==> config.mk <==
export PLATFORM = sky130hd
export DESIGN_NAME = fetch_queue_flat
export DESIGN_NICKNAME = d
export VERILOG_FILES = /design/src/rtl/fetch_queue_if.sv /design/src/rtl/fetch_queue.sv /design/src/flat_wrapper.sv
export SDC_FILE = /design/constraint.sdc
export NUM_CORES = 1
export LEC_CHECK = 0
export CORE_MARGIN = 2
export CORE_UTILIZATION = 50
export DETAILED_ROUTE_END_ITERATION = 16
export GPL_TIMING_DRIVEN = 0
export PLACE_DENSITY_LB_ADDON = 0.05
export SKIP_LAST_GASP = 1
export SYNTH_ARGS = -nofsm -noshare
export SYNTH_HDL_FRONTEND = slang
export SYNTH_SLANG_ARGS = --single-unit
==> constraint.sdc <==
create_clock -name clk -period 4.1 [get_ports clk]
set_clock_uncertainty 0.2 [all_clocks]
set_input_delay 0.82 -clock clk [delete_from_list [all_inputs] [get_ports clk]]
set_output_delay 0.82 -clock clk [all_outputs]
set_load 0.01 [all_outputs]
==> src/rtl/fetch_queue_if.sv <==
// Fetch front-end bus: instruction ROM port, redirect input and decode stream.
// master = fetch_queue side, slave = environment (ROM, execute, decode).
interface fetch_queue_if #(
  parameter int unsigned A_WIDTH = 32,
  parameter int unsigned I_WIDTH = 32
);
  logic [A_WIDTH-1:0] imem_addr;
  logic [I_WIDTH-1:0] imem_rdata;
  logic               redirect_valid;
  logic [A_WIDTH-1:0] redirect_pc;
  logic               out_valid;
  logic               out_ready;
  logic [I_WIDTH-1:0] out_instr;
  logic [A_WIDTH-1:0] out_pc;
  logic [A_WIDTH-1:0] out_pc_plus4;

  modport master (
    output imem_addr,
    input  imem_rdata,
    input  redirect_valid,
    input  redirect_pc,
    output out_valid,
    input  out_ready,
    output out_instr,
    output out_pc,
    output out_pc_plus4
  );

  modport slave (
    input  imem_addr,
    output imem_rdata,
    output redirect_valid,
    output redirect_pc,
    input  out_valid,
    output out_ready,
    input  out_instr,
    input  out_pc,
    input  out_pc_plus4
  );
endinterface

==> src/rtl/fetch_queue.sv <==
// Instruction fetch front end: owns the PC, reads a combinational ROM and queues {instr, pc}.
// Optional FETCH_BYPASS_EN: forwards the ROM word straight to decode when the queue is empty.
module fetch_queue #(
  parameter int unsigned A_WIDTH  = 32,
  parameter int unsigned I_WIDTH  = 32,
  parameter logic [A_WIDTH-1:0] RESET_PC = A_WIDTH'(32'hBFC00000),
  parameter int unsigned DEPTH    = 4
) (
  input logic           clk,
  input logic           rst,
  fetch_queue_if.master bus
);

  localparam int unsigned PW = $clog2(DEPTH);
  localparam logic [PW:0] FULL = (PW+1)'(DEPTH);

  logic [A_WIDTH-1:0] fetch_pc;
  logic [PW:0]        count;
  logic [PW-1:0]      rd_ptr;
  logic [PW-1:0]      wr_ptr;
  logic [I_WIDTH-1:0] q_instr [DEPTH];
  logic [A_WIDTH-1:0] q_pc    [DEPTH];

  logic               empty;
  logic               bypass;
  logic               bypass_take;
  logic               q_pop;
  logic               push;
  logic               advance;
  logic [A_WIDTH-1:0] head_pc;

  always_comb begin
    empty = (count == '0);
`ifdef FETCH_BYPASS_EN
    bypass = empty & ~bus.redirect_valid;
`else
    bypass = 1'b0;
`endif
    bypass_take = bypass & bus.out_ready;
    q_pop       = ~empty & bus.out_ready;
    // A pop frees the slot, so a full queue can still accept this cycle's word.
    push        = ~bus.redirect_valid & ((count != FULL) | q_pop) & ~bypass_take;
    advance     = push | bypass_take;
    head_pc     = bypass ? fetch_pc : q_pc[rd_ptr];
  end

  assign bus.imem_addr    = fetch_pc;
  assign bus.out_valid    = ~empty | bypass;
  assign bus.out_instr    = bypass ? bus.imem_rdata : q_instr[rd_ptr];
  assign bus.out_pc       = head_pc;
  assign bus.out_pc_plus4 = head_pc + A_WIDTH'(4);

  always_ff @(posedge clk or posedge rst) begin
    if (rst) begin
      fetch_pc <= RESET_PC;
      count    <= '0;
      rd_ptr   <= '0;
      wr_ptr   <= '0;
    end else if (bus.redirect_valid) begin
      fetch_pc <= {bus.redirect_pc[A_WIDTH-1:2], 2'b00};
      count    <= '0;
      rd_ptr   <= '0;
      wr_ptr   <= '0;
    end else begin
      if (advance) fetch_pc <= fetch_pc + A_WIDTH'(4);
      if (push)    wr_ptr   <= wr_ptr + 1'b1;
      if (q_pop)   rd_ptr   <= rd_ptr + 1'b1;
      count <= count + (PW+1)'(push) - (PW+1)'(q_pop);
    end
  end

  // Queue storage needs no reset: count gates every read.
  always_ff @(posedge clk) begin
    if (push) begin
      q_instr[wr_ptr] <= bus.imem_rdata;
      q_pc[wr_ptr]    <= fetch_pc;
    end
  end

endmodule

==> src/flat_wrapper.sv <==
// flat-port wrapper written by rule: the top's interface ports become plain ports
module fetch_queue_flat 
#(
  parameter int unsigned A_WIDTH  = 32,
  parameter int unsigned I_WIDTH  = 32,
  parameter logic [A_WIDTH-1:0] RESET_PC = A_WIDTH'(32'hBFC00000),
  parameter int unsigned DEPTH    = 4
)
  (clk, rst, bus_imem_addr, bus_imem_rdata, bus_redirect_valid, bus_redirect_pc, bus_out_valid, bus_out_ready, bus_out_instr, bus_out_pc, bus_out_pc_plus4);
  fetch_queue_if #(.A_WIDTH(A_WIDTH), .I_WIDTH(I_WIDTH)) bus_i ();
  input logic clk;
  input logic rst;
  output wire logic [$bits(bus_i.imem_addr)-1:0] bus_imem_addr;
  input wire logic [$bits(bus_i.imem_rdata)-1:0] bus_imem_rdata;
  input wire logic [$bits(bus_i.redirect_valid)-1:0] bus_redirect_valid;
  input wire logic [$bits(bus_i.redirect_pc)-1:0] bus_redirect_pc;
  output wire logic [$bits(bus_i.out_valid)-1:0] bus_out_valid;
  input wire logic [$bits(bus_i.out_ready)-1:0] bus_out_ready;
  output wire logic [$bits(bus_i.out_instr)-1:0] bus_out_instr;
  output wire logic [$bits(bus_i.out_pc)-1:0] bus_out_pc;
  output wire logic [$bits(bus_i.out_pc_plus4)-1:0] bus_out_pc_plus4;
  assign bus_imem_addr = bus_i.imem_addr;
  assign bus_i.imem_rdata = bus_imem_rdata;
  assign bus_i.redirect_valid = bus_redirect_valid;
  assign bus_i.redirect_pc = bus_redirect_pc;
  assign bus_out_valid = bus_i.out_valid;
  assign bus_i.out_ready = bus_out_ready;
  assign bus_out_instr = bus_i.out_instr;
  assign bus_out_pc = bus_i.out_pc;
  assign bus_out_pc_plus4 = bus_i.out_pc_plus4;
  fetch_queue #(.A_WIDTH(A_WIDTH), .I_WIDTH(I_WIDTH), .RESET_PC(RESET_PC), .DEPTH(DEPTH)) u_core (.clk(clk), .rst(rst), .bus(bus_i));
endmodule
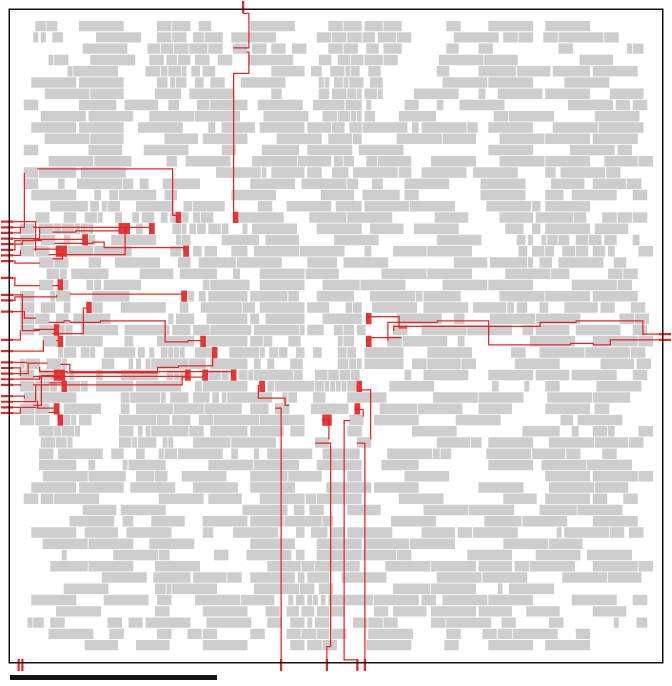
Fig. 1. I/O nets highlighted.
Scale bar: 50 µm.
Key: `bus_redirect_pc` = red [bits 32, direction input, edge 23 left, 6 bottom, 2 right, 1 top, end cells 30, wire 1140 µm]

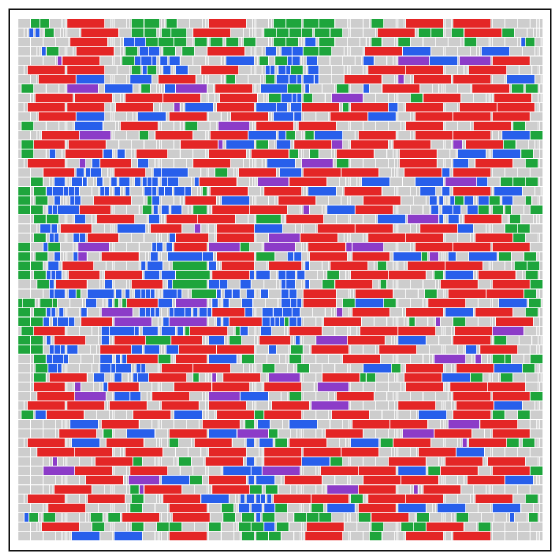
Fig. 2. Placement by cell class.
Fill, decap, tap and diode cells in gray.
Key: clock drivers and dummy loads = purple [cells 56]; remaining buffers and delay cells = green [cells 245]; registers = red [cells 285]; remaining logic cells = blue [cells 345]

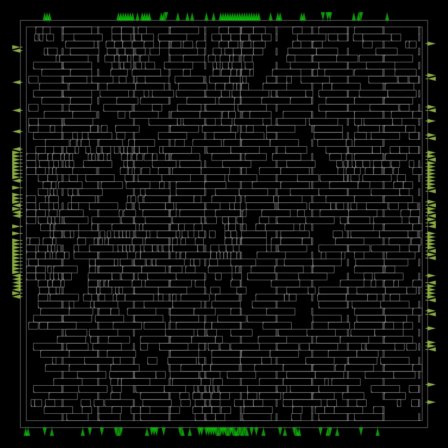
Fig. 3. Cell outlines without signal wires.
final-layout fill cell count: 1606
flip-flop and latch count: 285
Core ar.: 23300 µm²

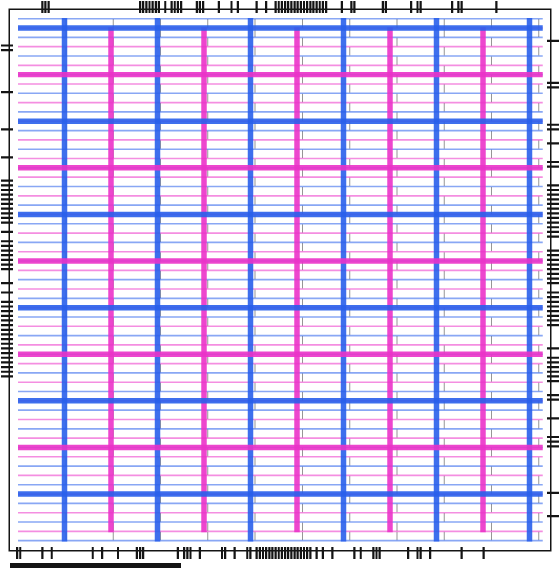
Fig. 4. Power grid.
Scale bar: 50 µm. Pins as bars on the die edge. Tap cells in gray.
Key: VSS = blue; VDD = magenta
11 straps on met4. 57 met1 rails follow the rows. 11 straps on met5.

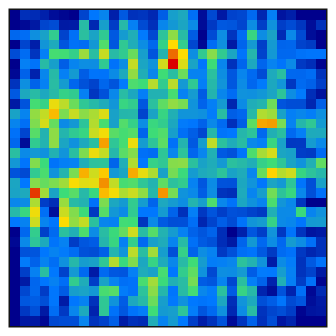
Fig. 5. Routed metal per tile.
32 x 32 tiles, from dark blue (low) to red (high), scaled to the fullest tile. Values are wire area over tile area, all layers added.
The mean over all tiles is 0.17. The densest ninth of the die: middle left. The fullest tile reaches 0.53. 3.5% of the tiles are nearly empty. The emptiest ninth of the die: lower right.

routing by layer:
metal	vias up	global-route usage [%]	wire length [µm]
met4	0	4.76	361
li1	3066	-	-
met1	3480	29.7	11300
met3	33	3.45	1420
met5	-	0	0
met2	218	36.6	13500
flip-flops by register name (all words and copies together) (netlist names):
signal / cells
u_core.q_instr: 128
u_core.q_pc: 120
u_core.bus.imem_addr: 30
u_core.count: 3
u_core.rd_ptr: 2
u_core.wr_ptr: 2
power groups by stage:
stage	clock network (W)	logic, W	registers, W
2_1_floorplan	0	0.00146	0.00373
3_3_place_gp	0	0.00273	0.00376
3_5_place_dp	0	0.00281	0.00376
4_1_cts	0.00275	0.00293	0.00370
5_1_grt	0.00287	0.00310	0.00373
6_report	0.00271	0.00289	0.00370
==> Table 3: Implementation characteristics <==
Characteristics after synthesis and place and route

Parameter                              Value

Status
  Status    finished, final reports clean

Clock network
  Number of hold buffers added after cts    0
  CTS tree    yes
  Total CTS buffers    30
  Clock buffer depth    3

Worst setup path
  Worst setup endpoint    bus_out_pc_plus4[22]
  Endpoint required time on the critical path    3080 ps
  Cell breakdown of the critical path    buf_12 -> buf_12 -> mux4_2 -> nand3_4 -> nor4_4 -> buf_2 -> nand4_1 -> xnor2_1 -> dlygate4sd2_1

Finish
  Number of multi-input logic gates    330
  Proportion of final cell area spent on non-clock buffers    15.3%
  Count of plain and timing-repair buffers    245
  Dominant logic cell type in the layout    sky130_fd_sc_hd__edfxtp_1

Yosys
  Gate count of the mapped netlist    657
  Proportion of synthesized area in mux cells    12.1%

Route
  DRC    0
  Final WL    26600 µm

Worst hold path
  Worst min-delay path startpoint    u_core.bus.imem_addr[31]

Global routing
  Global-route wire length before repair    40200 µm

Power and ir drop
  Worst voltage drop across the vdd grid    0.000338 V

Floorplan
  Fraction of the core area occupied by cells at floorplan    50.5%
Power and IR drop assume default switching activity.
